**config.mk**
```make
export PLATFORM = sky130hd
export DESIGN_NAME = mdr_seq_multiplier
export DESIGN_NICKNAME = d
export VERILOG_FILES = /design/src/rtl/mdr_seq_multiplier.sv
export SDC_FILE = /design/constraint.sdc
export NUM_CORES = 1
export LEC_CHECK = 0
export ABC_AREA = 1
export CAP_MARGIN = 20
export CORE_MARGIN = 10
export CORE_UTILIZATION = 56
export CTS_BUF_LIST = sky130_fd_sc_hd__clkbuf_4 sky130_fd_sc_hd__clkbuf_8
export DETAILED_ROUTE_END_ITERATION = 8
export GPL_TIMING_DRIVEN = 0
export PLACE_DENSITY_LB_ADDON = 0.05
export SETUP_SLACK_MARGIN = 0.4
export SLEW_MARGIN = 10
export SYNTH_ARGS = -nofsm -noshare
export SYNTH_HDL_FRONTEND = slang
export SYNTH_SLANG_ARGS = --single-unit
```
**constraint.sdc**
```tcl
create_clock -name clk -period 2.3 [get_ports clk]
set_clock_uncertainty 0.05 [all_clocks]
set_input_delay 0.46 -clock clk [delete_from_list [all_inputs] [get_ports clk]]
set_output_delay 0.46 -clock clk [all_outputs]
set_load 0.02 [all_outputs]
```
**src/rtl/mdr_seq_multiplier.sv**
```systemverilog
// mdr_seq_multiplier: iterative unsigned shift-add multiplier paced by the down-counter's overflow
module mdr_seq_multiplier #(
    parameter int DW = 16,
    parameter int IW = $clog2(DW)
) (
    input  logic            clk,
    input  logic            rst,
    input  logic            i_start,
    input  logic [DW-1:0]   i_multiplicand,
    input  logic [DW-1:0]   i_multiplier,
    output logic            o_count_en,
    input  logic            i_count_ovf,
    output logic            o_busy,
    output logic            o_done,
    output logic            o_err,
    output logic [2*DW-1:0] o_product
);
    typedef enum logic [1:0] {IDLE, RUN, DONE} state_t;
    state_t          state_q;
    logic [DW-1:0]   m_q;
    logic [2*DW-1:0] p_q, p_d, prod_q;
    logic [IW-1:0]   idx_q;
    logic            err_q;
    logic [DW:0]     sum;
    logic            last;
    // one shift-add step: add M to the upper half when the current multiplier bit is set, then shift right with carry
    assign sum  = {1'b0, p_q[2*DW-1:DW]} + (p_q[0] ? {1'b0, m_q} : '0);
    assign p_d  = {sum, p_q[DW-1:1]};
    assign last = idx_q == IW'(DW - 1);
    // sequencer: capture operands on start, iterate until the counter overflow, publish result for one DONE cycle
    always_ff @(posedge clk or negedge rst) begin
        if (!rst) begin
            state_q <= IDLE;
            m_q     <= '0;
            p_q     <= '0;
            prod_q  <= '0;
            idx_q   <= '0;
            err_q   <= 1'b0;
        end else begin
            case (state_q)
                IDLE: if (i_start) begin
                    m_q     <= i_multiplicand;
                    p_q     <= {{DW{1'b0}}, i_multiplier};
                    idx_q   <= '0;
                    err_q   <= 1'b0;
                    state_q <= RUN;
                end
                RUN: if (i_count_ovf && !last) begin
                    err_q   <= 1'b1;
                    prod_q  <= '0;
                    state_q <= DONE;
                end else begin
                    p_q   <= p_d;
                    idx_q <= idx_q + 1'b1;
                    if (last) begin
                        err_q   <= !i_count_ovf;
                        prod_q  <= i_count_ovf ? p_d : '0;
                        state_q <= DONE;
                    end
                end
                DONE: state_q <= IDLE;
                default: state_q <= IDLE;
            endcase
        end
    end
    assign o_count_en = state_q == RUN;
    assign o_busy     = state_q != IDLE;
    assign o_done     = state_q == DONE;
    assign o_err      = err_q;
    assign o_product  = prod_q;
endmodule

```
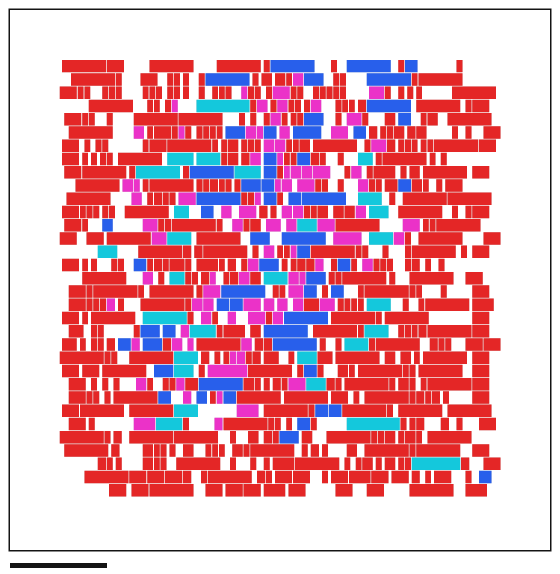
**Above:** run 1 (sizing map).
Scale bar: 20 um.
drive 1 or less: shown in red, cells 545, share 76%, most used nand2_1. drive 2: shown in magenta, cells 89, share 12%, most used nand2_2. drive 3 to 4: shown in blue, cells 56, share 7.8%, most used buf_4. drive 6 and up: shown in cyan, cells 28, share 3.9%, most used clkbuf_8.
non-clock buffer count: 120
area grow syn2layout: 38.9%
final worst setup slack: 0.210 ns

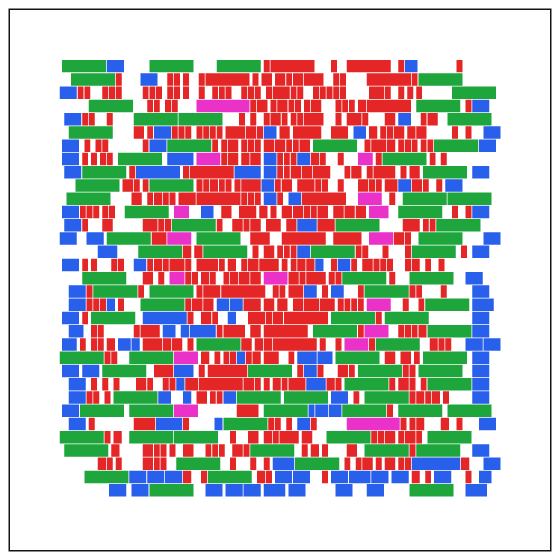
**Above:** run 1 (cell classes on the final placement).
other buffers and delay cells: shown in blue, cells 120. flip-flops: shown in green, cells 87. all other logic: shown in red, cells 495. clock drivers and dummy loads: shown in magenta, cells 16.
num rows: 33
Core ar.: 0.00813 sq mm
Seq area share: 0.340
Final Util: 0.788

==> results.sh, run 1 <==
# source this file to load flow results
export IMPL_yosysMostFrequentCell="nand2_1"
export IMPL_synth_distinct_cells=33
export IMPL_worst_r2r_endpoint="o_product[26]"
export IMPL_placed_area_sq_mm=0.00549
export IMPL_pre_cts_ws_ns=0.0737
export IMPL_p_int_mw=3.86
export IMPL_top_cell_area_share=0.472
export IMPL_routed_wl_mm=13.8
export IMPL_path_max_fanout=5
export IMPL_rrSetupSlack_ns=0.21
export IMPL_comb_share=0.381
export IMPL_cp_endpoint="o_product[26]"
export IMPL_clk_share=0.0367
export IMPL_maxCapViolCount=0
export IMPL_cpMostUsedCell="nand2_2"
export IMPL_yosys_area_sq_mm=0.00462
export IMPL_slew_violations=0
export IMPL_ys_seq_share=0.472
export IMPL_p_seq_frac=0.342
export IMPL_yosysWarnings=0
export IMPL_openroad_warnings=29
export IMPL_cp_end_kind="flop"
export IMPL_status="finished, final reports clean"
export IMPL_regArea_sq_mm=0.00218
export IMPL_place_gp_congestion=0.889
export IMPL_synthArstFlopShare=1.00
export IMPL_peakVddDrop_v=0.000640
export IMPL_start_kind="flop"
export IMPL_ys_sh_mux=0
export IMPL_antenna_found_initial=0
export IMPL_min_path_type="flop to flop"
export IMPL_cts_root_buf="clkbuf_8"
export IMPL_synthTopCellsByCount="260 x nand2_1, 87 x dfrtp_1, 67 x inv_1"
export IMPL_yosysTopAreaCell="dfrtp_1"
export IMPL_syn_area_sq_mm=0.00462
export IMPL_hold_path_startpoint="o_product[25]"
export IMPL_p_sw_frac=0.402
export IMPL_grt_max_degree=63
export IMPL_timing_rr_start="p_q[0]"
export IMPL_edf_count=0
export IMPL_finalCritPeriodShare=0.909
export IMPL_path_clk_slew_ns=0.10
export IMPL_synthAdderAreaFrac=0.0504
export IMPL_reg2reg_depth=14
export IMPL_ys_ff=87
export IMPL_p_leak_nw=3.37
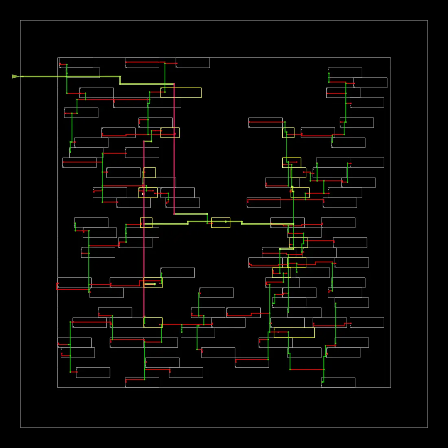
**Above:** run 1 (clock nets).
Latency at later pin: 0.36 ns
TritonCTS buffer count: 9
clock sink count: 87
clock network power: 1.25 mW
Flops: 87

**Run 1: sequential cells coloured by netlist name**

Scale bar: 20 um.
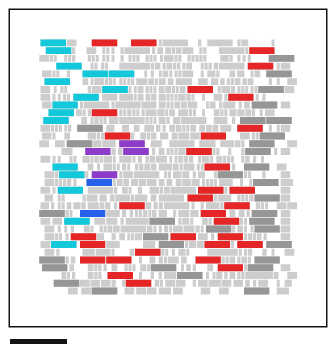

## Run 2: what changed since run 1
CORE_UTILIZATION = 30   (was 56)
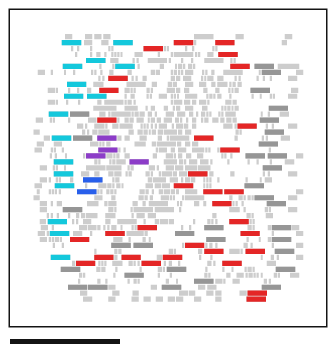
**Above:** run 2 (sequential cells coloured by netlist name).
Scale bar: 50 um.
state_q: shown in blue, flops 2. m_q: shown in cyan, flops 16. p_q: shown in red, flops 32. idx_q: shown in purple, flops 4.
Another 33 sequential cells are not coloured.

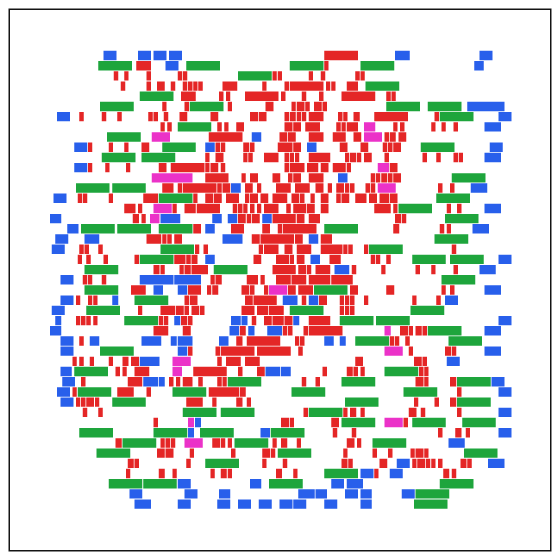
**Above:** run 2 (cell classes on the final placement).
flip-flops: shown in green, cells 87. clock drivers and dummy loads: shown in magenta, cells 16. other buffers and delay cells: shown in blue, cells 119. all other logic: shown in red, cells 495.

==> results.sh, run 2 <==
# source this file to load flow results
export IMPL_status="finished, final reports clean"
export IMPL_place_gp_congestion=0.869
export IMPL_grt_max_degree=58
export IMPL_yosysMostFrequentCell="nand2_1"
export IMPL_regArea_sq_mm=0.00218
export IMPL_timing_rr_start="p_q[0]"
export IMPL_hold_path_startpoint="o_product[29]"
export IMPL_synth_distinct_cells=33
export IMPL_yosysTopAreaCell="dfrtp_1"
export IMPL_path_clk_slew_ns=0.09
export IMPL_cts_sinks=87
export IMPL_openroad_warnings=29
export IMPL_p_int_mw=3.83
export IMPL_top_cell_area_share=0.472
export IMPL_synthArstFlopShare=1.00
export IMPL_rrSetupSlack_ns=0.24
export IMPL_p_seq_frac=0.339
export IMPL_maxCapViolCount=0
export IMPL_cpMostUsedCell="nand2_1"
export IMPL_yosysWarnings=0
export IMPL_rows=45
export IMPL_tns_ns=0
export IMPL_fin_util=0.446
export IMPL_fin_ws_ns=0.240
export IMPL_placed_area_sq_mm=0.00559
export IMPL_synthAdderAreaFrac=0.0504
export IMPL_numSequentialCells=87
export IMPL_cts_buffers=9
export IMPL_yosys_area_sq_mm=0.00462
export IMPL_n_all_buffers=119
export IMPL_clk_share=0.0291
export IMPL_ys_seq_share=0.472
export IMPL_core_area_sq_mm=0.0151
export IMPL_antenna_found_initial=0
export IMPL_start_kind="flop"
export IMPL_synthTopCellsByCount="260 x nand2_1, 87 x dfrtp_1, 67 x inv_1"
export IMPL_ys_sh_mux=0
export IMPL_comb_share=0.400
export IMPL_cp_end_kind="flop"
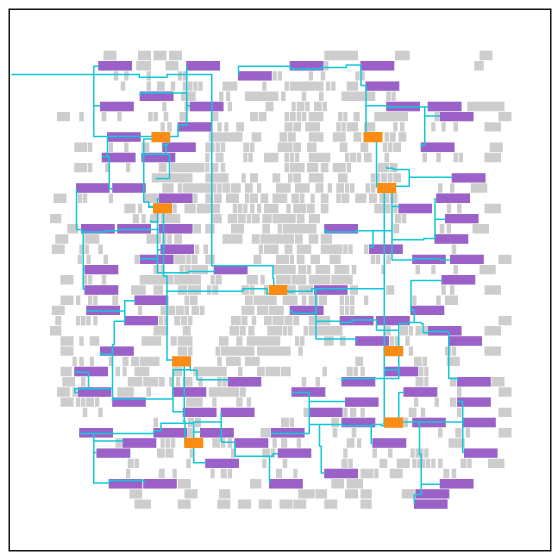
**Above:** run 2 (routed clock nets over the placement).
cells driving clock nets: shown in orange, count 9. clock wires: shown in cyan, length 1,350 um. flip-flops: shown in purple, count 87.
There are 10 routed clock nets. Position of the flops: all over the die.
Clk pwr share: 0.169
clock network power: 1.11 mW
Latency at later pin: 0.38 ns

**Run 2: clock nets**

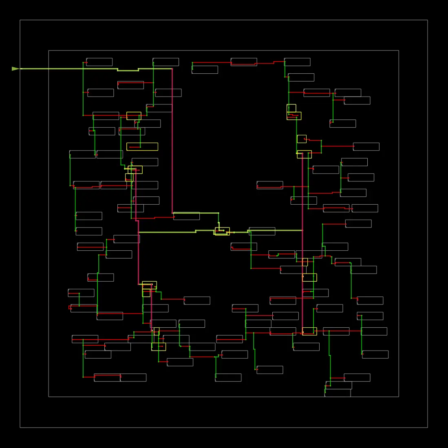

## Run 3: what changed since run 2
RECOVER_POWER = 50   (was default)
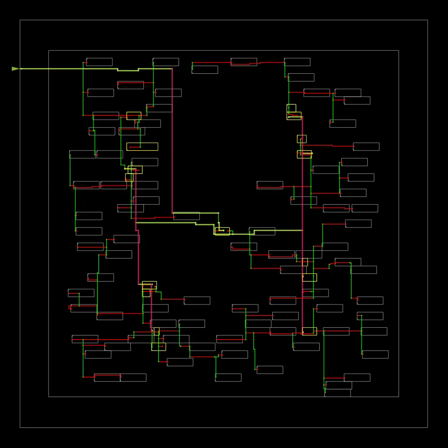
**Above:** run 3 (clock nets).
Latency at later pin: 0.39 ns
clock network power: 1.12 mW

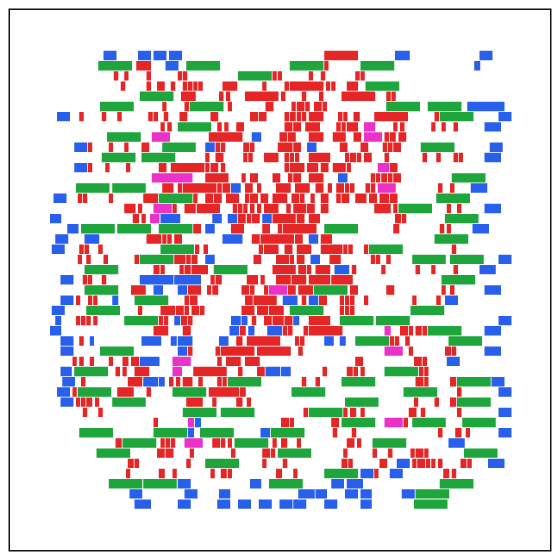
**Above:** run 3 (cell classes on the final placement).
Core ar.: 0.0151 sq mm
Final Util: 0.446
num rows: 45
Seq area share: 0.322

==> results.sh, run 3 <==
# source this file to load flow results
export IMPL_status="finished, final reports clean"
export IMPL_synthArstFlopShare=1.00
export IMPL_comb_area_sq_mm=0.00270
export IMPL_wl_per_cell_um=15.5
export IMPL_tns_ns=0
export IMPL_rrSetupSlack_ns=0.23
export IMPL_path_clk_slew_ns=0.09
export IMPL_antenna_found_initial=0
export IMPL_cpMostUsedCell="nand2_1"
export IMPL_place_gp_congestion=0.869
export IMPL_cp_end_kind="flop"
export IMPL_tapCellCount=188
export IMPL_ys_seq_share=0.472
export IMPL_start_kind="flop"
export IMPL_p_int_mw=3.82
export IMPL_clkPwrFrac=0.170
export IMPL_yosysTopAreaCell="dfrtp_1"
export IMPL_cts_sinks=87
export IMPL_fin_ws_ns=0.228
export IMPL_clk_share=0.0291
export IMPL_syn_avg_cell_area_sq_um=7.63
export IMPL_regArea_sq_mm=0.00218
export IMPL_top_cell_area_share=0.472
export IMPL_synthAdderAreaFrac=0.0504
export IMPL_ys_sh_mux=0
export IMPL_p_seq_frac=0.339
export IMPL_synth_distinct_cells=33
export IMPL_comb_share=0.400
export IMPL_yosysWarnings=0
export IMPL_maxCapViolCount=0
export IMPL_placed_area_sq_mm=0.00559
export IMPL_hold_path_startpoint="o_product[29]"
export IMPL_yosysMostFrequentCell="nand2_1"
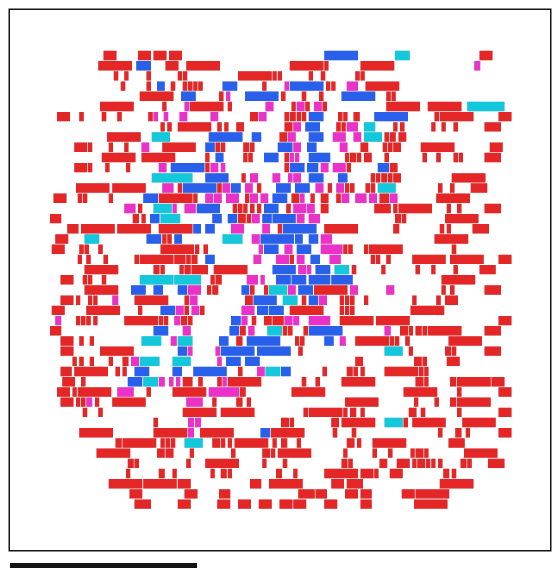
**Above:** run 3 (sizing map).
Scale bar: 50 um.
area grow syn2layout: 46.2%
final instance area: 0.00675 sq mm

Power and IR drop assume default switching activity.
